File: config.mk
export PLATFORM = sky130hd
export DESIGN_NAME = img_rsz_pxl_fwd
export DESIGN_NICKNAME = d
export VERILOG_FILES = /design/src/rtl/img_rsz_pxl_fwd.sv
export SDC_FILE = /design/constraint.sdc
export NUM_CORES = 1
export LEC_CHECK = 0
export ABC_CLOCK_PERIOD_IN_PS = 4700
export CAP_MARGIN = 20
export CORE_MARGIN = 2
export CORE_UTILIZATION = 41
export CTS_BUF_LIST = sky130_fd_sc_hd__clkbuf_4 sky130_fd_sc_hd__clkbuf_8
export DETAILED_ROUTE_END_ITERATION = 16
export PLACE_DENSITY = 0.8
export SYNTH_ARGS = -nofsm -noshare
export SYNTH_HDL_FRONTEND = slang
export SYNTH_SLANG_ARGS = --single-unit
File: constraint.sdc
create_clock -name Clk -period 4.7 [get_ports Clk]
set_clock_uncertainty 0.2 [all_clocks]
set_input_delay 1.41 -clock Clk [delete_from_list [all_inputs] [get_ports Clk]]
set_output_delay 1.41 -clock Clk [all_outputs]
set_load 0.05 [all_outputs]
File: src/rtl/img_rsz_pxl_fwd.sv
// Resized pixel forwarder: walks the block-buffer executed flags in raster order, flushes
// each finished block and presents its pixel through a one-entry valid/ready output stage.
module img_rsz_pxl_fwd #(
  parameter int unsigned RSZ_W     = 4,
  parameter int unsigned RSZ_H     = 4,
  parameter int unsigned COLOR_NUM = 3,
  parameter int unsigned COLOR_W   = 8
) (
  input  logic                             Clk,
  input  logic                             Reset,
  input  logic                             FrmStart,
  input  logic [RSZ_H-1:0][RSZ_W-1:0]      BlkIsExec,
  input  logic [COLOR_NUM*COLOR_W-1:0]     FlushRszPxlData,
  output logic [RSZ_W-1:0]                 FlushBlkXMsk,
  output logic [RSZ_H-1:0]                 FlushBlkYMsk,
  output logic                             FlushVld,
  output logic [COLOR_NUM*COLOR_W-1:0]     RszPxlData,
  output logic [$clog2(RSZ_W)-1:0]         RszPxlX,
  output logic [$clog2(RSZ_H)-1:0]         RszPxlY,
  output logic                             RszPxlEol,
  output logic                             RszPxlLast,
  output logic                             RszPxlVld,
  input  logic                             RszPxlRdy,
  output logic                             FrmDone
);

  localparam int unsigned XW = $clog2(RSZ_W);
  localparam int unsigned YW = $clog2(RSZ_H);
  localparam int unsigned DW = COLOR_NUM * COLOR_W;

  typedef enum logic [1:0] {IDLE, SCAN, DRAIN} stateT;

  stateT          state, stateNxt;
  logic [XW-1:0]  curX, curXNxt;
  logic [YW-1:0]  curY, curYNxt;
  logic [DW-1:0]  dataNxt;
  logic [XW-1:0]  pxXNxt;
  logic [YW-1:0]  pxYNxt;
  logic           eolNxt, lastNxt, vldNxt, doneNxt;
  logic           take, handshake, curXEnd, curYEnd;

  assign curXEnd      = (curX == XW'(RSZ_W - 1));
  assign curYEnd      = (curY == YW'(RSZ_H - 1));
  assign handshake    = RszPxlVld & RszPxlRdy;
  // A block is taken only when its flag is set and the output stage can accept it this cycle.
  assign take         = (state == SCAN) & BlkIsExec[curY][curX] & (~RszPxlVld | RszPxlRdy);
  assign FlushVld     = take;
  assign FlushBlkXMsk = RSZ_W'(1) << curX;
  assign FlushBlkYMsk = RSZ_H'(1) << curY;

  // Next-state, cursor and output-stage logic
  always_comb begin
    stateNxt = state;
    curXNxt  = curX;
    curYNxt  = curY;
    dataNxt  = RszPxlData;
    pxXNxt   = RszPxlX;
    pxYNxt   = RszPxlY;
    eolNxt   = RszPxlEol;
    lastNxt  = RszPxlLast;
    vldNxt   = RszPxlVld & ~handshake;
    doneNxt  = 1'b0;

    unique case (state)
      IDLE: begin
        if (FrmStart) begin
          stateNxt = SCAN;
          curXNxt  = '0;
          curYNxt  = '0;
        end
      end
      SCAN: begin
        if (take) begin
          dataNxt = FlushRszPxlData;
          pxXNxt  = curX;
          pxYNxt  = curY;
          eolNxt  = curXEnd;
          lastNxt = curXEnd & curYEnd;
          vldNxt  = 1'b1;
          if (curXEnd) begin
            curXNxt = '0;
            if (curYEnd) begin
              curYNxt  = '0;
              stateNxt = DRAIN;
            end else begin
              curYNxt = curY + YW'(1);
            end
          end else begin
            curXNxt = curX + XW'(1);
          end
        end
      end
      DRAIN: begin
        if (handshake && RszPxlLast) begin
          stateNxt = IDLE;
          doneNxt  = 1'b1;
        end
      end
      default: stateNxt = IDLE;
    endcase
  end

  always_ff @(posedge Clk) begin
    if (Reset) begin
      state      <= IDLE;
      curX       <= '0;
      curY       <= '0;
      RszPxlData <= '0;
      RszPxlX    <= '0;
      RszPxlY    <= '0;
      RszPxlEol  <= 1'b0;
      RszPxlLast <= 1'b0;
      RszPxlVld  <= 1'b0;
      FrmDone    <= 1'b0;
    end else begin
      state      <= stateNxt;
      curX       <= curXNxt;
      curY       <= curYNxt;
      RszPxlData <= dataNxt;
      RszPxlX    <= pxXNxt;
      RszPxlY    <= pxYNxt;
      RszPxlEol  <= eolNxt;
      RszPxlLast <= lastNxt;
      RszPxlVld  <= vldNxt;
      FrmDone    <= doneNxt;
    end
  end

endmodule

==> run_1/met3.png <==
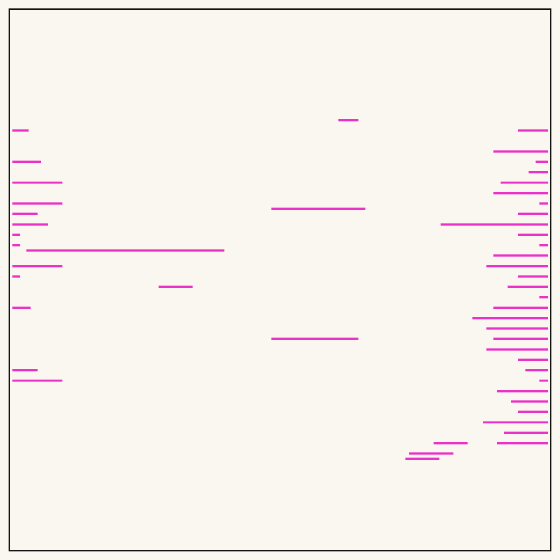
wire length on this layer: 267 um
main direction: horizontal
longest straight run: 25.5 um
nets with wire on the layer: 49
share of all routed wire: 5.3%
met3 GRT Util: 0.04473
vias: 1841
WL final: 5056 um

==> run_1/metal_stack.png <==
The bar under the picture is 20 um long. Only two layers are drawn.
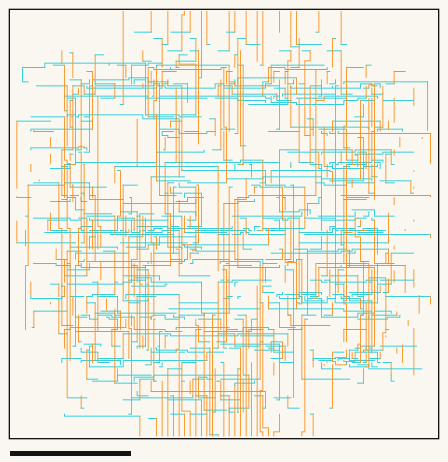
legend:
  met1:
    color: cyan
    wire_length: 2280 um
  met2:
    color: orange
    wire_length: 2490 um

==> summary.txt, run 1 <==
Run status: finished, final reports clean
Final Setup Violations: 0
Ports: 85
Cell Area, Synth: 1812 um2
Nets: 341
FFs & Latches: 38
Clk pin slew, worst setup/hold paths: 0.07 ns
Slew Limit Headroom: 0.6443
Fp util: 0.4219
Placed Cells: 334
Ratio of cells with drive above 1 in the final layout: 0.09310
Post-DP HPWL: 3391 um
CTS H-tree lvls: 2
Vias/cell: 5.383
DRC viols: 0
Unique masters post-synth: 32
Top routing layer in use: met4
Post-synthesis async set-or-reset flop share: 0
Multi-In Gates: 144
Logic share of the area: 0.3338
# Cells Yosys: 209
Post-CTS setup repair buffer count: 0
PwrDens: 254.3 nW/um2
WHS: 0.2647 ns
OpenROAD warning count: 32
Unrepaired setup endpoints after global routing: no
Max Buffers Root-to-Sink: 2
CTS Root Cell: clkbuf_8
FILL cells: 376
Total GRT Usage: 0.2099
Well-tap cell count: 52
Most frequent logic cell in the layout: clkdlybuf4s50_1
Synth flops: 38
Final ANT Viol Nets: 0
Worst EP arrival: 3.01 ns
Top Usage Layer GRT: met2
Core area: 4294 um2
DIE HEIGHT: 70.48 um
Worst-path fanout max: 2
WL/cell: 14.78 um
Setup Crit Path Kind: in2out
Vias in the first global route: 1723
P&R area growth vs syn: 54.14%
Synth top cell by count: dfxtp_1
GRT met1 Usage: 0.2852
Metal2 WL: 2490 um
Post-synth EDFFs: 0
Cycle use final: 0.9839
Iteration-0 DRC Markers: 208
==> run_1/final_clocks.png <==
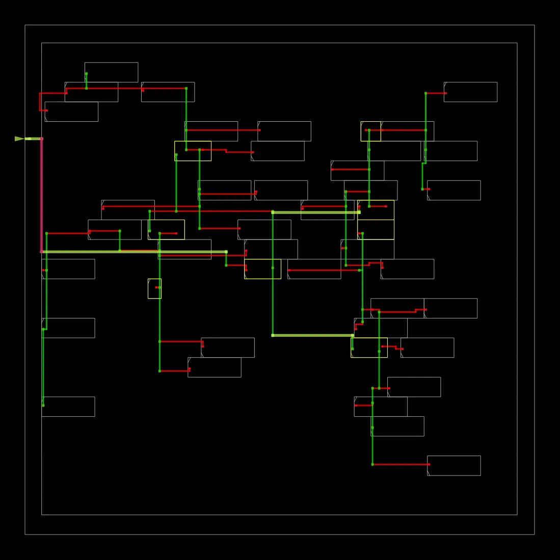
clkbuf count: 7
Clock Sinks: 38
clk pwr: 0.231 mW
Insertion Delay late pin: 0.28 ns
CTS buffer count: 5

run 1: worst paths after layout:
kind | slack [ns] | startpoint | end | depth (start not counted)
setup reg to reg | 1.95 | curY[0] | state[0] | 6
hold reg to reg | 0.26 | RszPxlData[15] | RszPxlData[15] | 2
setup / recovery | 0.08 | BlkIsExec[13] | FlushVld | 6
hold / removal | 0.26 | RszPxlData[15] | RszPxlData[15] | 2
run 1: stage by stage:
| stage | setup slack, ns | total power, mW |
|---|---|---|
| final | 0.07560 | 0.7103 |
| after global routing | 0.008884 | 0.7430 |
| after CTS | 0.03416 | 0.7165 |
| after detailed placement | 0.05170 | 0.4850 |
| after global placement | 0.07096 | 0.4836 |
| after floorplan | 0.2620 | 0.4197 |
run 1: registers in the layout, indices dropped and copies added, names as in the netlist:
register and flops:
RszPxlData 24, RszPxlX 2, RszPxlY 2, curX 2, curY 2, state 2
FrmDone 1, RszPxlEol 1, RszPxlLast 1, RszPxlVld 1
run 1: cells by family after synthesis:
kind of cell	count (synthesis)	share of synthesized area
AOI/OAI and AO/OA	76	0.2403
and+or+nand+nor	55	0.1595
DFF	38	0.4199
buffers and inverters	27	0.07735
adders and majority gates	8	0.05525
muxes	5	0.04765
run 1: report_power, final:
| group | total, mW | switching (mW) | internal (mW) | leakage, nW |
|---|---|---|---|---|
| combinational | 0.140 | 0.0743 | 0.0654 | 0.605 |
| sequential | 0.339 | 0.00680 | 0.332 | 0.309 |
| clock | 0.231 | 0.107 | 0.124 | 0.0517 |
run 1: critical path, delay by kind of cell:
kind	cells	cell delay [ns]
AND/OR/NAND/NOR	3	0.69
multiplexers	1	0.25
buffers and inverters	2	0.67
==> run 2, diff against run 1 <==
--- a/config.mk
+++ b/config.mk
@@ -6,7 +6,7 @@
 export NUM_CORES = 1
 export LEC_CHECK = 0
 export ABC_CLOCK_PERIOD_IN_PS = 4700
-export CAP_MARGIN = 20
+export CAP_MARGIN = 5
 export CORE_MARGIN = 2
 export CORE_UTILIZATION = 41
 export CTS_BUF_LIST = sky130_fd_sc_hd__clkbuf_4 sky130_fd_sc_hd__clkbuf_8
==> run_2/pdn.png <==
The bar under the picture is 20 um long. Pins as bars on the die edge.
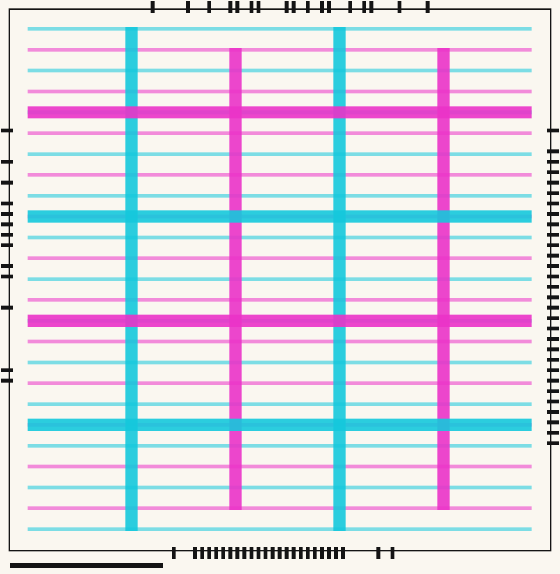
legend:
  VDD:
    color: magenta
  VSS:
    color: cyan
met1 rails: 25
met4 straps: 4
met5 straps: 4
rows: 24
VDD IR max: 201.4 uV
core area: 4294 um2
DIE HEIGHT: 70.48 um
Die W: 70.48 um

==> summary.txt, run 2 <==
Run status: finished, final reports clean (unchanged)
Final ANT Viol Nets: 0 (unchanged)
Unrepaired setup endpoints after global routing: no (unchanged)
CTS Root Cell: clkbuf_8 (unchanged)
Cell Area, Synth: 1812 um2 (unchanged)
Largest register FFs: 24 (unchanged)
CTS buffer count: 5 (unchanged)
Fp util: 0.4219 (unchanged)
Total GRT Usage: 0.2099 (unchanged)
CTS H-tree lvls: 2 (unchanged)
WL/cell: 14.78 um (unchanged)
Vias: 1841 (unchanged)
FILL cells: 376 (unchanged)
PwrDens: 254.3 nW/um2 (unchanged)
WHS: 0.2647 ns (unchanged)
Slew Limit Headroom: 0.6443 (unchanged)
Nets: 341 (unchanged)
WL final: 5056 um (unchanged)
Final worst slack: 0.07560 ns (unchanged)
Most frequent logic cell in the layout: clkdlybuf4s50_1 (unchanged)
# Cells Yosys: 209 (unchanged)
Top Usage Layer GRT: met2 (unchanged)
Cycle use final: 0.9839 (unchanged)
Post-CTS setup repair buffer count: 0 (unchanged)
Worst-path fanout max: 2 (unchanged)
Ports: 85 (unchanged)
Clock Sinks: 38 (unchanged)
Well-tap cell count: 52 (unchanged)
Multi-In Gates: 144 (unchanged)
Post-synth EDFFs: 0 (unchanged)
Setup Crit Path Kind: in2out (unchanged)
[run 2: cell counts after synthesis]
Identical to the previous run, type by type.
[run 2: worst paths after layout]
path	end	startpoint	slack (ns)	depth (start not counted)
hold / removal	RszPxlData[15]	RszPxlData[15]	0.26	2
setup / recovery	FlushVld	BlkIsExec[13]	0.08	6
hold reg to reg	RszPxlData[15]	RszPxlData[15]	0.26	2
setup reg to reg	state[0]	curY[0]	1.95	6
[run 2: cell families after synthesis]
kind of cell / Yosys count / share of synthesized area
fa+ha+maj: 8 / 0.05525
compound gates: 76 / 0.2403
buf+inv: 27 / 0.07735
simple gates: 55 / 0.1595
flops: 38 / 0.4199
mux: 5 / 0.04765
[run 2: timing repair]
item                                   CTS  global route
resized                                  0             2
endpoints found under the hold margin    0             0
setup endpoints to repair                0             1
[run 2: worst min-delay path, stage by stage (launching register included)]
cell and delay, ns:
dfxtp_1 0.31, nand3_1 0.06, a21oi_1 0.05
[run 2: through the flow]
stage | utilization | std cells | power [mW] | area [um2]
2_1_floorplan | - | 209 | 0.4197 | 1812
3_3_place_gp | 0.6267 | 334 | 0.4836 | 2691
3_5_place_dp | 0.6267 | 334 | 0.4850 | 2691
4_1_cts | 0.6489 | 342 | 0.7165 | 2786
5_1_grt | 0.6504 | 342 | 0.7430 | 2793
6_report | 0.6504 | 342 | 0.7103 | 2793
[run 2: metal layers]
layer,up-vias,wire length [um]
met3,2,267
li1,920,-
met1,861,2283
met4,0,15
met2,58,2490
met5,-,0
[run 2: report_power, final]
part / switching, mW / internal, mW
clock network: 0.107 / 0.124
registers: 0.00680 / 0.332
logic: 0.0743 / 0.0654
Power is estimated from default activity; no workload was simulated.
